Design mips_mem_arbiter, sky130hd; sources not shown.
clocks.png
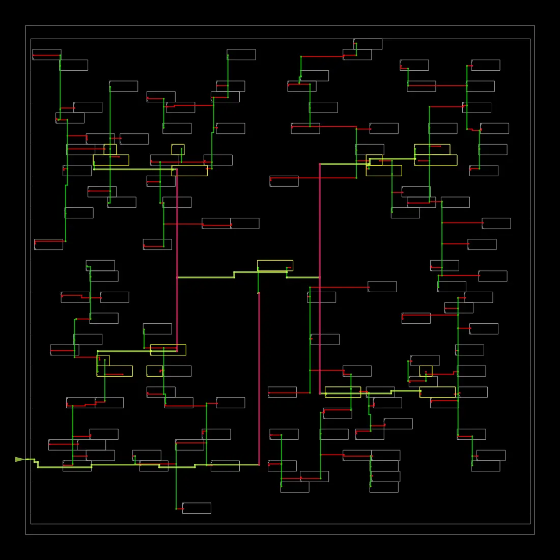
clkbuf count: 9
TritonCTS Buffers: 9
clock group power: 1.99 mW
sequential cell count: 112

flops_by_reg.png
The bar under the picture is 50 um long. Other sequential cells in the stronger gray, the rest of the logic in the fainter gray.
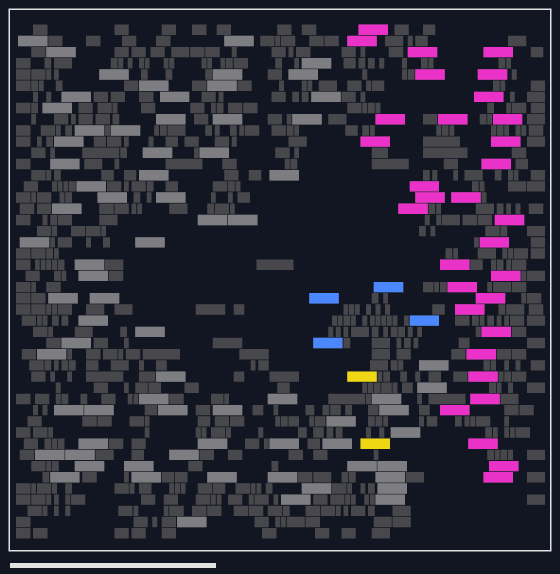
- r_cnt: blue (placed flops 4)
- o_rdata: magenta (placed flops 32; where a vertical strip on the right)
- r_state: yellow (placed flops 2)
- not colored: 74
P_seq: 2.54 mW
Register Area: 2242 um^2

wires.png
Two of the layers only.
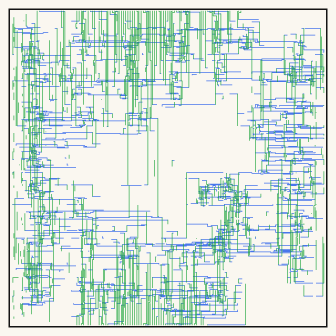
- metal 2: green (wire length 6880 um)
- metal 1: blue (wire length 5080 um)
Overall Global Routing Usage: 0.1592
Vias: 4175

==> flow_summary.json <==
{
  "outcome": "completed",
  "dpl_cell_area_um2": 6970,
  "reg2reg_depth": 6,
  "synthAdderAreaFrac": 0.01248,
  "finalClockSkew_ns": 0.006592,
  "p_per_area_nw_per_um2": 774.6,
  "timing.fmax_mhz": 538.1,
  "die_x_um": 131.3,
  "logic_gate_count": 344,
  "pin_count": 269,
  "postSynthAreaPerCell_um2": 7.943,
  "fin_cells": 990,
  "wire_per_inst_um": 13.72,
  "final_util": 0.4576,
  "setup_viol": 0,
  "drc": 0,
  "cap_violations": 0,
  "hold_viol": 0,
  "coreArea_um2": 16120,
  "worst_ep_required_time_ns": 1.33,
  "synth-simple-area-share": 0.2230,
  "ys_ff": 112,
  "hold_class": "reg -> reg",
  "gr-total-overflow": 0,
  "top_cells_by_area": "dfxtp_1 56%, nand2_1 19%, a21oi_1 11%",
  "drive_gt1_frac": 0.06202,
  "wl_um": 13580,
  "critPathArrivalTime_ns": 1.29,
  "n_all_inverters": 17,
  "ys_sh_aoi": 0.1463,
  "cts_hold_buf": 0,
  "ys_warn_count": 0,
  "cts_tree": "built",
  "placementRows": 46,
  "warnings": 28,
  "yosys.area.top_type": "dfxtp_1",
  "whs_ns": 0.4591,
  "ys_cells": 505,
  "path_depth": 1,
  "postCtsSetupBuffers": 0,
  "r2r_slack_ns": 0.26,
  "tightest_slew_ns": 0.3913,
  "grt_start_max_net_pins": 46,
  "nonClkBufAreaFrac": 0.4002,
  "cts-root-buf": "clkbuf_16",
  "nWellTaps": 216,
  "slew_headroom": 0.7391,
  "port-buffer-count": 268,
  "dr.pass1.iters": 4,
  "dr.first_iter.drc_count": 108,
  "drtAntennaViolNets": 0,
  "htree_levels": 3,
  "signal_buffers": 285,
  "design_area_um2": 7375
}
[power by group through the flow]
stage                     combinational (mW)  sequential, mW  clock, mW
after CTS                               1.22            2.54       2.07
after detailed placement                1.22            2.59          0
after global placement                  1.22            2.59          0
after floorplan                        0.359            2.74          0
final                                   1.19            2.54       1.99
after global routing                    1.30            2.55       2.16
[layer usage]
metal,GRT usage,vias to the layer above,part of all wire
met1,0.1599,1869,0.37
met2,0.2866,168,0.51
met3,0.07948,8,0.11
met5,0,-,0
li1,-,2130,-
met4,0.04716,0,0.011
[repair_timing]
action | 4_1_cts | 5_1_grt
pin swaps | 0 | 0
gates resized | 15 | 44
setup endpoints to repair | 15 | 44
Power is estimated from default activity; no workload was simulated.
